<file path="src/rtl/uart_rx_param.sv">
// Parametrised oversampling UART receiver: 2-FF line synchroniser, mid-bit sampling,
// configurable data width, parity and stop bits, with parity/framing error flags.
module uart_rx_param #(
  parameter int DATA_BITS  = 8,
  parameter int OVS        = 16,
  parameter int PARITY_EN  = 0,
  parameter int PARITY_ODD = 0,
  parameter int STOP_BITS  = 1
) (
  input  logic                 i_clock,
  input  logic                 i_reset,
  input  logic                 i_tick,
  input  logic                 i_rx,
  output logic [DATA_BITS-1:0] o_data,
  output logic                 o_valid,
  output logic                 o_parity_err,
  output logic                 o_frame_err,
  output logic                 o_busy
);

  localparam int TCW = $clog2(OVS);
  localparam int BCW = $clog2(DATA_BITS + 1);

  localparam logic [TCW-1:0] HALF_LAST = TCW'(OVS / 2 - 1);
  localparam logic [TCW-1:0] FULL_LAST = TCW'(OVS - 1);
  localparam logic [BCW-1:0] LAST_DATA = BCW'(DATA_BITS - 1);
  localparam logic [BCW-1:0] LAST_STOP = BCW'(STOP_BITS - 1);
  localparam logic           PAR_ODD   = (PARITY_ODD != 0);
  localparam logic           PAR_EN    = (PARITY_EN != 0);

  localparam logic [2:0] S_IDLE   = 3'd0;
  localparam logic [2:0] S_START  = 3'd1;
  localparam logic [2:0] S_DATA   = 3'd2;
  localparam logic [2:0] S_PARITY = 3'd3;
  localparam logic [2:0] S_STOP   = 3'd4;

  logic                 rx_meta_q, rx_sync_q;
  logic [2:0]           state_q, state_d;
  logic [TCW-1:0]       tick_cnt_q, tick_cnt_d;
  logic [BCW-1:0]       bit_cnt_q, bit_cnt_d;
  logic [DATA_BITS-1:0] shift_q, shift_d;
  logic                 par_err_q, par_err_d;
  logic                 frm_err_q, frm_err_d;
  logic [DATA_BITS-1:0] data_q, data_d;
  logic                 valid_q, valid_d;
  logic                 parity_err_q, parity_err_d;
  logic                 frame_err_q, frame_err_d;
  logic                 frm_next;

  always_comb begin
    state_d      = state_q;
    tick_cnt_d   = tick_cnt_q;
    bit_cnt_d    = bit_cnt_q;
    shift_d      = shift_q;
    par_err_d    = par_err_q;
    frm_err_d    = frm_err_q;
    data_d       = data_q;
    valid_d      = 1'b0;
    parity_err_d = parity_err_q;
    frame_err_d  = frame_err_q;
    frm_next     = frm_err_q | ~rx_sync_q;

    case (state_q)
      S_IDLE: begin
        if (!rx_sync_q) begin
          state_d    = S_START;
          tick_cnt_d = '0;
        end
      end
      S_START: begin
        if (i_tick) begin
          if (tick_cnt_q == HALF_LAST) begin
            tick_cnt_d = '0;
            bit_cnt_d  = '0;
            par_err_d  = 1'b0;
            frm_err_d  = 1'b0;
            state_d    = rx_sync_q ? S_IDLE : S_DATA;
          end else begin
            tick_cnt_d = tick_cnt_q + 1'b1;
          end
        end
      end
      S_DATA, S_PARITY, S_STOP: begin
        if (i_tick) begin
          if (tick_cnt_q != FULL_LAST) begin
            tick_cnt_d = tick_cnt_q + 1'b1;
          end else begin
            tick_cnt_d = '0;
            if (state_q == S_DATA) begin
              shift_d = {rx_sync_q, shift_q[DATA_BITS-1:1]};
              if (bit_cnt_q == LAST_DATA) begin
                bit_cnt_d = '0;
                state_d   = PAR_EN ? S_PARITY : S_STOP;
              end else begin
                bit_cnt_d = bit_cnt_q + 1'b1;
              end
            end else if (state_q == S_PARITY) begin
              par_err_d = (^shift_q) ^ rx_sync_q ^ PAR_ODD;
              bit_cnt_d = '0;
              state_d   = S_STOP;
            end else if (bit_cnt_q == LAST_STOP) begin
              // Final stop sample: publish the word and both flags together.
              state_d      = S_IDLE;
              valid_d      = 1'b1;
              data_d       = shift_q;
              parity_err_d = par_err_q;
              frame_err_d  = frm_next;
            end else begin
              bit_cnt_d = bit_cnt_q + 1'b1;
              frm_err_d = frm_next;
            end
          end
        end
      end
      default: state_d = S_IDLE;
    endcase
  end

  always_ff @(posedge i_clock) begin
    if (i_reset) begin
      rx_meta_q    <= 1'b1;
      rx_sync_q    <= 1'b1;
      state_q      <= S_IDLE;
      tick_cnt_q   <= '0;
      bit_cnt_q    <= '0;
      shift_q      <= '0;
      par_err_q    <= 1'b0;
      frm_err_q    <= 1'b0;
      data_q       <= '0;
      valid_q      <= 1'b0;
      parity_err_q <= 1'b0;
      frame_err_q  <= 1'b0;
    end else begin
      rx_meta_q    <= i_rx;
      rx_sync_q    <= rx_meta_q;
      state_q      <= state_d;
      tick_cnt_q   <= tick_cnt_d;
      bit_cnt_q    <= bit_cnt_d;
      shift_q      <= shift_d;
      par_err_q    <= par_err_d;
      frm_err_q    <= frm_err_d;
      data_q       <= data_d;
      valid_q      <= valid_d;
      parity_err_q <= parity_err_d;
      frame_err_q  <= frame_err_d;
    end
  end

  assign o_data       = data_q;
  assign o_valid      = valid_q;
  assign o_parity_err = parity_err_q;
  assign o_frame_err  = frame_err_q;
  assign o_busy       = (state_q != S_IDLE);

endmodule

</file>
<file path="config.mk">
export PLATFORM = sky130hd
export DESIGN_NAME = uart_rx_param
export DESIGN_NICKNAME = d
export VERILOG_FILES = /design/src/rtl/uart_rx_param.sv
export SDC_FILE = /design/constraint.sdc
export NUM_CORES = 1
export LEC_CHECK = 0
export ABC_AREA = 1
export ABC_CLOCK_PERIOD_IN_PS = 3600
export CORE_MARGIN = 8
export CORE_UTILIZATION = 40
export CTS_BUF_LIST = sky130_fd_sc_hd__clkbuf_8 sky130_fd_sc_hd__clkbuf_16
export DETAILED_ROUTE_END_ITERATION = 16
export HOLD_SLACK_MARGIN = 0.05
export SKIP_LAST_GASP = 1
export SYNTH_ARGS = -nofsm -noshare
export SYNTH_HDL_FRONTEND = slang
export SYNTH_SLANG_ARGS = --single-unit
</file>
<file path="constraint.sdc">
create_clock -name i_clock -period 3.6 [get_ports i_clock]
set_input_delay 0.72 -clock i_clock [delete_from_list [all_inputs] [get_ports i_clock]]
set_output_delay 0.72 -clock i_clock [all_outputs]
set_load 0.005 [all_outputs]
</file>
==> flow_summary_export.csv, run 1 <==
group,metric,value,unit
run_status,status,"completed",
floorplanning,rows,23,
routing,drcViolationCount,0,
routing,via_per_inst,4.78,
routing,firstDrtPassIters,4,
sta,setup_viol,0,
final_layout,final_cell_count_no_fill,302,
hold_path,worstHoldStart,"rx_meta_q",
global_route,grt-ovfl-total,0,
placed_design,dpl-instance-area,1850,sq um
sta,rsz0062_at_grt,"false",
logic_synthesis,ys_sh_mux,0,%
final_layout,largestClassByArea,"combinational gates",
logic_synthesis,logic_family,"simple AND/OR/NAND/NOR gates",
final_layout,comb_area,860,sq um
power,power.group.top,"sequential cells",
power,p_clk_share,38.8,%
routing,vias,1445,
power,pg_seq,0.000404,W
floorplanning,tap-cell-count,50,
logic_synthesis,syn_inst,234,
clocking,cts_buffer_depth,2,
floorplanning,die_width,80.6,um
final_layout,clk_share,5.80,%
critical_path,start_kind,"register",
logic_synthesis,ys_cells,234,
final_layout,buf_share,7.64,%
==> run 1: Yosys cell counts, drive strengths merged <==
| cell type | count | share of area, % |
|---|---|---|
| a21oi | 19 | 5.9 |
| or2 | 2 | 0.75 |
| xnor2 | 2 | 1.1 |
| nor2 | 50 | 13 |
| nand3 | 18 | 6.5 |
| nor3 | 3 | 0.90 |
| xor2 | 5 | 2.6 |
| nand2 | 37 | 9.7 |
| inv | 26 | 5.9 |
| o21ai | 29 | 8.9 |
| clkbuf | 2 | 0.45 |
| dfxtp | 34 | 41 |
| nand4 | 1 | 0.38 |
| ha | 3 | 2.3 |
| buf | 3 | 1.4 |
==> run 1: cell families after synthesis <==
family | after synthesis
adders and majority gates | 3
xor gates and xnor gates | 7
buffers and inverters | 31
DFF | 34
AOI/OAI and AO/OA | 48
and+or+nand+nor | 111
==> run 1: worst paths after layout <==
check | endpoint | slack [ps] | cells past startpoint
worst min-delay path | rx_sync_q | 410 | 1
worst max register to register | o_data[2] | 1970 | 10
worst min register to register | rx_sync_q | 410 | 1
worst max-delay path | o_busy | 1330 | 5
==> run 1: state kept, by name, summed over array words and instances (netlist names) <==
name and flops:
o_data 8, shift_q 8, bit_cnt_q 4, tick_cnt_q 4, state_q 3, frm_err_q 1
o_frame_err 1, o_parity_err 1, o_valid 1, par_err_q 1, rx_meta_q 1, rx_sync_q 1
==> run 1: per-layer routing <==
metal,global-route usage (%),vias to the layer above
met5,0,-
met3,3.91,5
met1,13.4,634
met2,17.9,23
li1,-,783
met4,4.91,0
==> run 1: worst reg2reg max path, cell delays in order (launching register included) <==
cell     delay, ps
dfxtp_1        350
inv_1           70
ha_1           140
nand2_1         50
nor2_1         140
nand3_1        120
inv_1          100
nand2_2        130
inv_2          210
o21ai_0        100
a21oi_1        140
Fig. 1: run 1, nets reached from selected ports
Drawn at 4 px/um.
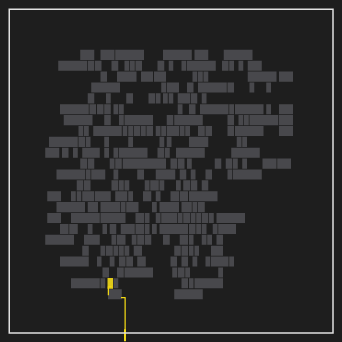
| color | port | bits | direction | end cells | buffers | wire |
|---|---|---|---|---|---|---|
| yellow | `o_busy` | 1 | output | 1 | 1 | 12.0 um |

Fig. 2: run 1, pin map
Drawn at 3 px/um. Pins as bars across the die edge, other pins in gray.
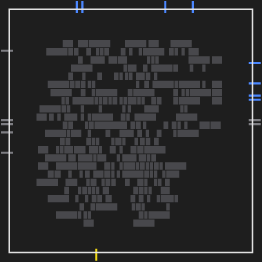
| color | port | pins | direction | edge |
|---|---|---|---|---|
| yellow | `o_busy` | 1 | output | south |
| blue | `o_data` | 8 | output | 4 east, 4 north |
all pins by edge: 6 east, 5 west, 4 north, 1 south

Fig. 3: run 1, routing congestion
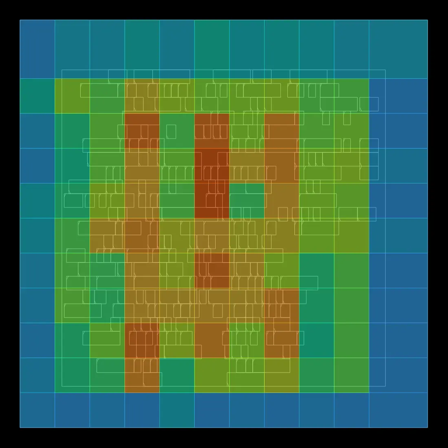
wire length per cell: 11.0 um
GRT Max-Usage Layer: met2
Tot GR Track Use: 11.3%
final core occ: 49.1%

Fig. 4: run 1, wiring by layer
Drawn at 4 px/um.
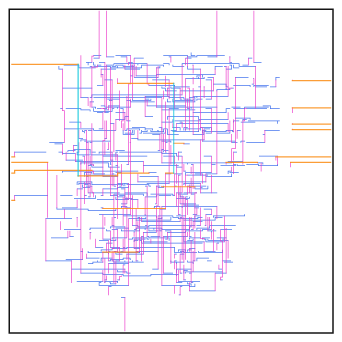

==> run 2, diff against run 1 <==
Settings changed: ABC_CLOCK_PERIOD_IN_PS 3600 to 2250.
Clock period 3.6 ns to 2.25 ns, I/O delays scaled along.
Fig. 5: run 2, wiring by layer
Drawn at 4 px/um.
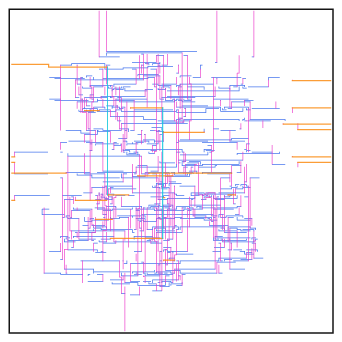
| color | layer | wire length |
|---|---|---|
| magenta | met2 | 1380 um |
| blue | met1 | 1810 um |
| orange | met3 | 184 um |
| cyan | met4 | 64.6 um |

Fig. 6: run 2, pin map
Drawn at 3 px/um. Pins as bars across the die edge, other pins in gray.
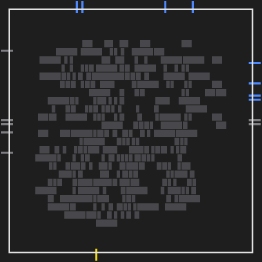
| color | port | pins | direction | edge |
|---|---|---|---|---|
| yellow | `o_busy` | 1 | output | south |
| blue | `o_data` | 8 | output | 4 east, 4 north |
all pins by edge: 6 east, 5 west, 4 north, 1 south

==> run 2 against run 1 <==
Against the previous run:
- die size did not move
- clock skew fell by 0.75 ps
- global-route usage rose by 0.072 points
- flip-flop count did not move
- setup slack got worse by 1100 ps
- largest cell class unchanged
- largest power group is now clock
- register-to-register slack got worse by 1300 ps
- wire length rose by 3.7%
- power rose by 74%
- utilization rose by 0.78 points
- non-clock buffer count rose by 1
- clock power rose by 93%
- synthesized area did not move
==> flow_summary_export.csv, run 2 <==
group,metric,value,unit
run_status,status,"completed",
floorplanning,die_width,80.6,um
clocking,cts_buffer_depth,2,
logic_synthesis,async_flop_share,0,%
logic_synthesis,yosysTopAreaCellShare,40.8,%
final_layout,comb_area,860,sq um
routing,drcViolationCount,0,
routing,via_per_inst,4.83,
global_route,grt_use_met1,14.7,%
routing,wl_per_cell,11.3,um
logic_synthesis,syn_inst,234,
logic_synthesis,edf_count,0,
logic_synthesis,most_common_cell,"nor2_1",
global_route,use_met2,16.5,%
routing,vias,1464,
logic_synthesis,top_area_cell,"dfxtp_1",
global_route,use_met3,3.46,%
global_route,gr-usage-all-layers,11.3,%
final_layout,final_cell_count_no_fill,303,
sta,rsz0062_at_grt,"false",
global_route,grt-ovfl-total,0,
logic_synthesis,synthTopCellsByArea,"dfxtp_1, nor2_1, o21ai_0, nand2_1, a21oi_1",
-- run 2: cell counts after synthesis --
No cell type changed its count.
-- run 2: worst paths after layout --
path,startpoint,to,cells after the start
setup / recovery,state_q[2],o_busy,5
setup reg to reg,state_q[0],tick_cnt_q[3],9
hold reg to reg,rx_meta_q,rx_sync_q,1
hold / removal,rx_meta_q,rx_sync_q,1
-- run 2: area by class of cell --
type | count | share of cell area [%]
Inverter | 26 | 4.89
Clock buffer | 5 | 3.45
Tap cell | 50 | 3.13
Multi-Input combinational cell | 169 | 43.1
Clock inverter | 3 | 3.45
Timing Repair Buffer | 16 | 7.90
Sequential cell | 34 | 34.1
-- run 2: logic make-up (layout without fill, tap and decap cells) --
| group | count (synthesis) | count (layout) | share of synthesized area (%) |
|---|---|---|---|
| AOI/OAI and AO/OA | 48 | 48 | 14.9 |
| xor gates and xnor gates | 7 | 7 | 3.68 |
| adders and majority gates | 3 | 3 | 2.25 |
| buffers and inverters | 31 | 50 | 7.65 |
| DFF | 34 | 34 | 40.8 |
| and+or+nand+nor | 111 | 111 | 30.8 |
-- run 2: stage by stage --
stage               cell area (sq um)  utilization, %
floorplan                        1670               -
global placement                 1860            46.4
detailed placement               1860            46.4
CTS                              2000            49.9
global route                     2000            49.9
finish                           2000            49.9
-- run 2: worst max-delay path: stages, from the launching register on --
cell             delay [ps]
dfxtp_1                 360
nor2_1                  180
inv_1                    50
nor2_1                  170
inv_1                    60
clkdlybuf4s50_1         440
-- run 2: report_power, final --
| part | switching, W | internal (W) | leakage [nW] |
|---|---|---|---|
| clock | 0.000232 | 0.000444 | 0.0683 |
| sequential | 0.0000271 | 0.000622 | 0.275 |
| combinational | 0.000153 | 0.0000903 | 0.489 |
==> run 3, diff against run 2 <==
Settings changed: CTS_CLUSTER_DIAMETER set to 200.
Fig. 7: run 3, nets reached from selected ports
Drawn at 4 px/um.
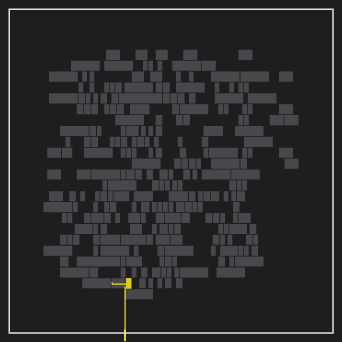
| color | port | bits | direction | end cells | buffers | wire |
|---|---|---|---|---|---|---|
| yellow | `o_busy` | 1 | output | 1 | 1 | 15.8 um |

==> run 3 against run 2 <==
Against the previous run:
- critical path depth is the same
- global-route usage did not move
- setup slack stayed put
- combinational power barely moved
- synthesized area did not move
- synthesized cell count unchanged
- critical endpoint unchanged
- largest cell class unchanged
- highest routed layer unchanged
==> flow_summary_export.csv, run 3 <==
group,metric,value,unit
run_status,status,"completed",
routing,drcViolationCount,0,
sta,setup_viol,0,
critical_path,cp_cell_sequence,"nor2_1, inv_1, nor2_1, inv_1, clkdlybuf4s50_1",
logic_synthesis,synthAoiAreaFrac,14.9,%
clocking,cts_buffer_depth,2,
logic_synthesis,ys_sh_mux,0,%
logic_synthesis,synthSimpleGateAreaFrac,30.8,%
logic_synthesis,xor_area_share,3.68,%
critical_path,critical_path_buf_inv_count,3,
logic_synthesis,async_flop_share,0,%
logic_synthesis,synthTopCellsByArea,"dfxtp_1, nor2_1, o21ai_0, nand2_1, a21oi_1",
critical_path,start_kind,"register",
hold_path,holdPathStages,1,
logic_synthesis,logic_family,"simple AND/OR/NAND/NOR gates",
global_route,gr-usage-all-layers,11.3,%
logic_synthesis,yosysTopAreaCellShare,40.8,%
floorplanning,rows,23,
critical_path,cp_top_family,"buffers and inverters",
critical_path,path_depth,5,
floorplanning,die_width,80.6,um
logic_synthesis,top_area_cell,"dfxtp_1",
logic_synthesis,edf_count,0,
critical_path,max_stage_delay,440,ps
sta,rsz0062_at_grt,"false",
Fig. 8: run 3, register map, names as in the netlist
Drawn at 3 px/um.
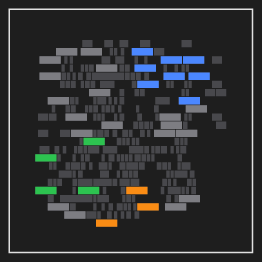
| color | netlist name | sequential cells |
|---|---|---|
| orange | `state_q` | 3 |
| blue | `o_data` | 8 |
| green | `tick_cnt_q` | 4 |
not colored: 19

[run 3: final timing paths]
| check | startpoint | endpoint | slack [ps] |
|---|---|---|---|
| hold / removal | rx_meta_q | rx_sync_q | 410 |
| setup / recovery | state_q[2] | o_busy | 260 |
| setup reg to reg | state_q[0] | tick_cnt_q[3] | 650 |
| hold reg to reg | rx_meta_q | rx_sync_q | 410 |
[run 3: cells by family after synthesis]
family,Yosys count
xor+xnor,7
fa+ha+maj,3
flops,34
simple gates,111
compound gates,48
buf+inv,31
[run 3: per-stage QoR]
stage | instance area [sq um] | hold WS [ps] | power [W]
final | 2000 | 412 | 0.00157
after global routing | 2000 | 447 | 0.00164
after CTS | 2000 | 413 | 0.00159
after detailed placement | 1860 | 395 | 0.000905
after global placement | 1860 | 393 | 0.000907
after floorplan | 1670 | 389 | 0.000857
[run 3: power breakdown]
part | internal [W] | switching, W
Combinational | 0.0000903 | 0.000153
Sequential | 0.000622 | 0.0000271
Clock | 0.000444 | 0.000232
[run 3: cell type report]
class / instances / area [sq um]
repair buffers: 16 / 158
inverters: 26 / 97.6
multi-input cells: 169 / 860
clock inverters: 3 / 68.8
clock buffers: 5 / 68.8
fillers: 394 / 2000
flip-flops and latches: 34 / 681
well taps: 50 / 62.6
[run 3: per-layer routing]
layer / vias up / global-route usage [%] / wire [um]
met5: - / 0 / 0
met4: 0 / 5.64 / 64
met3: 6 / 3.46 / 183
met2: 30 / 16.5 / 1380
met1: 640 / 14.7 / 1810
li1: 788 / - / -
Power is estimated from default activity; no workload was simulated.
